**src/rtl/serial_adder_pkg.sv**
```systemverilog
`default_nettype none
// ============================================================================
// Module      : serial_adder_pkg
// Description : Shared types and constants for the bit-serial adder:
//               FSM state encoding and the legal WIDTH range.
// Revision    : 1.0 - initial release
// ============================================================================
package serial_adder_pkg;

    // Legal operand widths for serial_adder
    localparam int c_WIDTH_MIN = 2;
    localparam int c_WIDTH_MAX = 32;

    // Controller states, explicitly encoded
    typedef enum logic [1:0] {
        IDLE  = 2'd0,
        SHIFT = 2'd1,
        DONE  = 2'd2
    } state_t;

endpackage : serial_adder_pkg
`default_nettype wire

```
**src/rtl/serial_adder_full_adder.sv**
```systemverilog
`default_nettype none
// ============================================================================
// Module      : full_adder
// Description : One-bit full adder built from two half-adder stages whose
//               carries are merged by an OR.
// Revision    : 1.0 - initial release
// ============================================================================
module full_adder (
    input  logic a,
    input  logic b,
    input  logic ci,
    output logic s,
    output logic co
);

    logic w_hs1_s;
    logic w_hs1_c;
    logic w_hs2_c;

    // First half adder: a + b
    assign w_hs1_s = a ^ b;
    assign w_hs1_c = a & b;

    // Second half adder: partial sum + carry-in
    assign s       = w_hs1_s ^ ci;
    assign w_hs2_c = w_hs1_s & ci;

    // At most one stage can generate a carry, so OR merges them
    assign co      = w_hs1_c | w_hs2_c;

endmodule : full_adder
`default_nettype wire

```
**src/rtl/serial_adder.sv**
```systemverilog
`default_nettype none
// ============================================================================
// Module      : serial_adder
// Description : Bit-serial adder, LSB first, one bit per clock. WIDTH bits
//               take WIDTH cycles; done pulses once with {c,s} = a + b.
//               Optional subtract mode enabled by macro SERIAL_ADDER_SUB_EN
//               (adds port sub; sub=1 computes a - b, c=1 means no borrow).
//               WIDTH must lie within c_WIDTH_MIN..c_WIDTH_MAX (2..32).
// Revision    : 1.0 - initial release
// ============================================================================
module serial_adder
    import serial_adder_pkg::*;
#(
    parameter int WIDTH = 8
) (
    input  logic             clk,
    input  logic             rst,
`ifdef SERIAL_ADDER_SUB_EN
    input  logic             sub,
`endif
    input  logic             start,
    input  logic [WIDTH-1:0] a,
    input  logic [WIDTH-1:0] b,
    output logic [WIDTH-1:0] s,
    output logic             c,
    output logic             busy,
    output logic             done
);

    localparam int c_CNT_W = $clog2(WIDTH);

    state_t             r_state;
    logic [WIDTH-1:0]   r_a;
    logic [WIDTH-1:0]   r_b;
    logic [WIDTH-1:0]   r_res;
    logic               r_carry;
    logic [c_CNT_W-1:0] r_cnt;
    logic [WIDTH-1:0]   r_s;
    logic               r_c;
    logic               r_busy;
    logic               r_done;

    logic               w_sum;
    logic               w_co;
    logic [WIDTH-1:0]   w_b_in;
    logic               w_ci_in;

    // Operand B and initial carry as loaded on start; subtract is a + ~b + 1
`ifdef SERIAL_ADDER_SUB_EN
    assign w_b_in  = sub ? ~b : b;
    assign w_ci_in = sub;
`else
    assign w_b_in  = b;
    assign w_ci_in = 1'b0;
`endif

    // Single shared bit-slice: the LSBs of the shift registers plus carry
    full_adder u_fa (
        .a  (r_a[0]),
        .b  (r_b[0]),
        .ci (r_carry),
        .s  (w_sum),
        .co (w_co)
    );

    // Controller, datapath shift registers and registered outputs
    always_ff @(posedge clk or posedge rst) begin
        if (rst) begin
            r_state <= IDLE;
            r_a     <= '0;
            r_b     <= '0;
            r_res   <= '0;
            r_carry <= 1'b0;
            r_cnt   <= '0;
            r_s     <= '0;
            r_c     <= 1'b0;
            r_busy  <= 1'b0;
            r_done  <= 1'b0;
        end else begin
            r_done <= 1'b0;
            case (r_state)
                IDLE, DONE: begin
                    if (start) begin
                        r_a     <= a;
                        r_b     <= w_b_in;
                        r_carry <= w_ci_in;
                        r_cnt   <= '0;
                        r_busy  <= 1'b1;
                        r_state <= SHIFT;
                    end else begin
                        r_state <= IDLE;
                    end
                end
                SHIFT: begin
                    r_a     <= r_a >> 1;
                    r_b     <= r_b >> 1;
                    r_carry <= w_co;
                    r_res   <= {w_sum, r_res[WIDTH-1:1]};
                    if (r_cnt == c_CNT_W'(WIDTH - 1)) begin
                        // Last bit: publish the full result, never a partial one
                        r_s     <= {w_sum, r_res[WIDTH-1:1]};
                        r_c     <= w_co;
                        r_busy  <= 1'b0;
                        r_done  <= 1'b1;
                        r_state <= DONE;
                    end else begin
                        r_cnt <= r_cnt + c_CNT_W'(1);
                    end
                end
                default: begin
                    r_busy  <= 1'b0;
                    r_state <= IDLE;
                end
            endcase
        end
    end

    assign s    = r_s;
    assign c    = r_c;
    assign busy = r_busy;
    assign done = r_done;

endmodule : serial_adder
`default_nettype wire

```
**config.mk**
```make
export PLATFORM = sky130hd
export DESIGN_NAME = serial_adder
export DESIGN_NICKNAME = d
export VERILOG_FILES = /design/src/rtl/serial_adder_pkg.sv /design/src/rtl/serial_adder_full_adder.sv /design/src/rtl/serial_adder.sv
export SDC_FILE = /design/constraint.sdc
export NUM_CORES = 1
export LEC_CHECK = 0
export CORE_MARGIN = 2
export CORE_UTILIZATION = 56
export CTS_BUF_LIST = sky130_fd_sc_hd__clkbuf_4 sky130_fd_sc_hd__clkbuf_8
export CTS_CLUSTER_DIAMETER = 30
export DETAILED_ROUTE_END_ITERATION = 10
export GPL_ROUTABILITY_DRIVEN = 0
export PLACE_DENSITY = 0.82
export SYNTH_ARGS = -nofsm -noshare
export SYNTH_HDL_FRONTEND = slang
export SYNTH_SLANG_ARGS = --single-unit
```
**constraint.sdc**
```tcl
create_clock -name clk -period 2.15 [get_ports clk]
set_clock_uncertainty 0.05 [all_clocks]
set_input_delay 0.645 -clock clk [delete_from_list [all_inputs] [get_ports clk]]
set_output_delay 0.645 -clock clk [all_outputs]
set_load 0.02 [all_outputs]
```
Fig. 1: the metal 3 layer
(8 px per um)
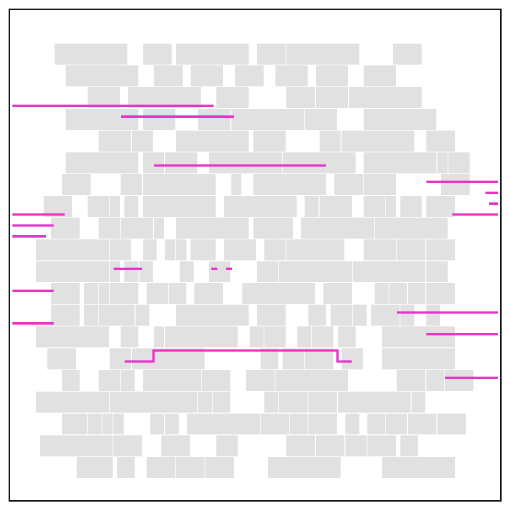
longest straight run: 24.8 um
nets with wire on the layer: 16
via count: 1241
met3 Resource Use GR: 0.0693
Total Wirelength: 3.37 mm

Fig. 2: I/O pins on the die edge
(6 px per um) Pins as bars across the die edge, other pins in grey.
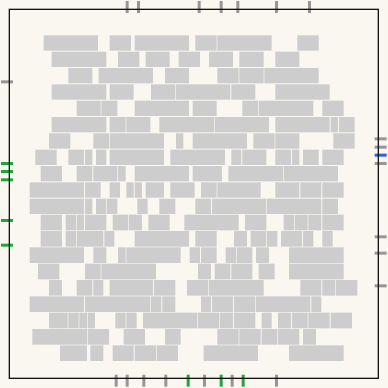
| colour | port | pins | direction | edge |
|---|---|---|---|---|
| blue | done | 1 | output | right |
| green | a | 8 | input | 5 left, 3 bottom |
Die Y: 61.3 um
port bufs: 29
die width: 61.3 um

==> GITHUB_STEP_SUMMARY <==
## Implementation flow summary

| Metric | Value |
|---|---|
| Mapped Nets | `172` |
| F_max | `492 MHz` |
| Insertion Delay late pin | `340 ps` |
| Log Warnings | `26` |
| Busiest grt layer | `met2` |
| Top sig layer | `met4` |
| Placed Area | `0.00217 mm2` |
| Tapcell count | `44` |
| First-pass iteration count of the detailed router | `4` |
| Final hold viol count | `0` |
| Net Sw Frac | `0.346` |
| Hold Crit Start | `s[2]` |
| Cell variety after synth | `25` |
| Most instantiated cells after synthesis | `dfrtp_1 (40), mux2_2 (17), a21oi_1 (13), mux2i_1 (13), nor2b_1 (13)` |
| Sequential share of cell area | `0.445` |
| Max-slew violation count | `0` |
| Tot Pwr | `3.13 mW` |
| Status | `finished clean` |
| Sequential power | `1.33 mW` |
| Crit path to | `s[4]` |
| Top Family by Delay on Critical Path | `buffers and inverters` |
| Cell Pwr Density | `1390 mW/mm2` |
| Pre-CTS setup slack | `178 ps` |
| Fillers | `233` |
| Mux share | `0.175` |
| # nets final | `204` |
| Synth top area share | `0.545` |
| CP Class | `flop to output port` |
| XOR/XNOR Area Share | `0` |
| Hold crit path type | `flop to flop` |
| DR vias/cell | `5.47` |
| Worst R2R Start | `r_cnt[0]` |
| CP max FO | `2` |
| Post-synth ARST share | `1.00` |
| Register clock-pin slew on the reported worst setup and hold paths | `120 ps` |
| Metal3 WL | `162 um` |
| Area growth from synthesis to layout | `22.5%` |
| Top Ports | `30` |
| Worst-path cell chain | `clkdlybuf4s50_1` |
| Overflow after GRT | `0` |
| Buffer share of cell area | `0.151` |
| CTS buffer count | `5` |
| Yosys Instances | `150` |
| Area leader, netlist | `dfrtp_1` |
| Worst Hold Margin | `469 ps` |
| Post-synth EDFFs | `0` |
| Top cells by area | `dfrtp_1 (54%), mux2_2 (10%), mux2i_1 (7.1%), a211oi_1 (4.5%), nor2b_1 (4.4%)` |
| Logic Gate Count | `94` |
| Ys flops | `40` |
| Slew HR | `0.671` |
| Detailed route wirelength on metal2 | `1.75 mm` |
| Comb. cell area | `748 um2` |
Fig. 3: clock nets
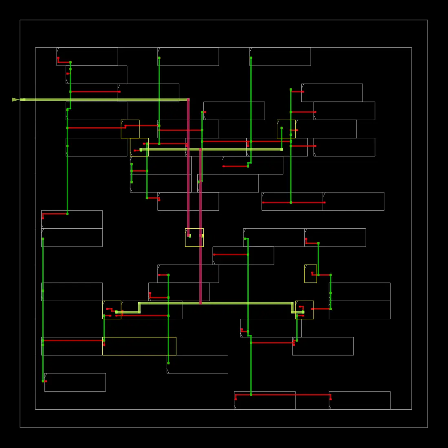
Clock Sinks: 40
# clk buffers: 6
Seq cells: 40

Power figures rest on the tool's default switching activity, not on a simulated workload.
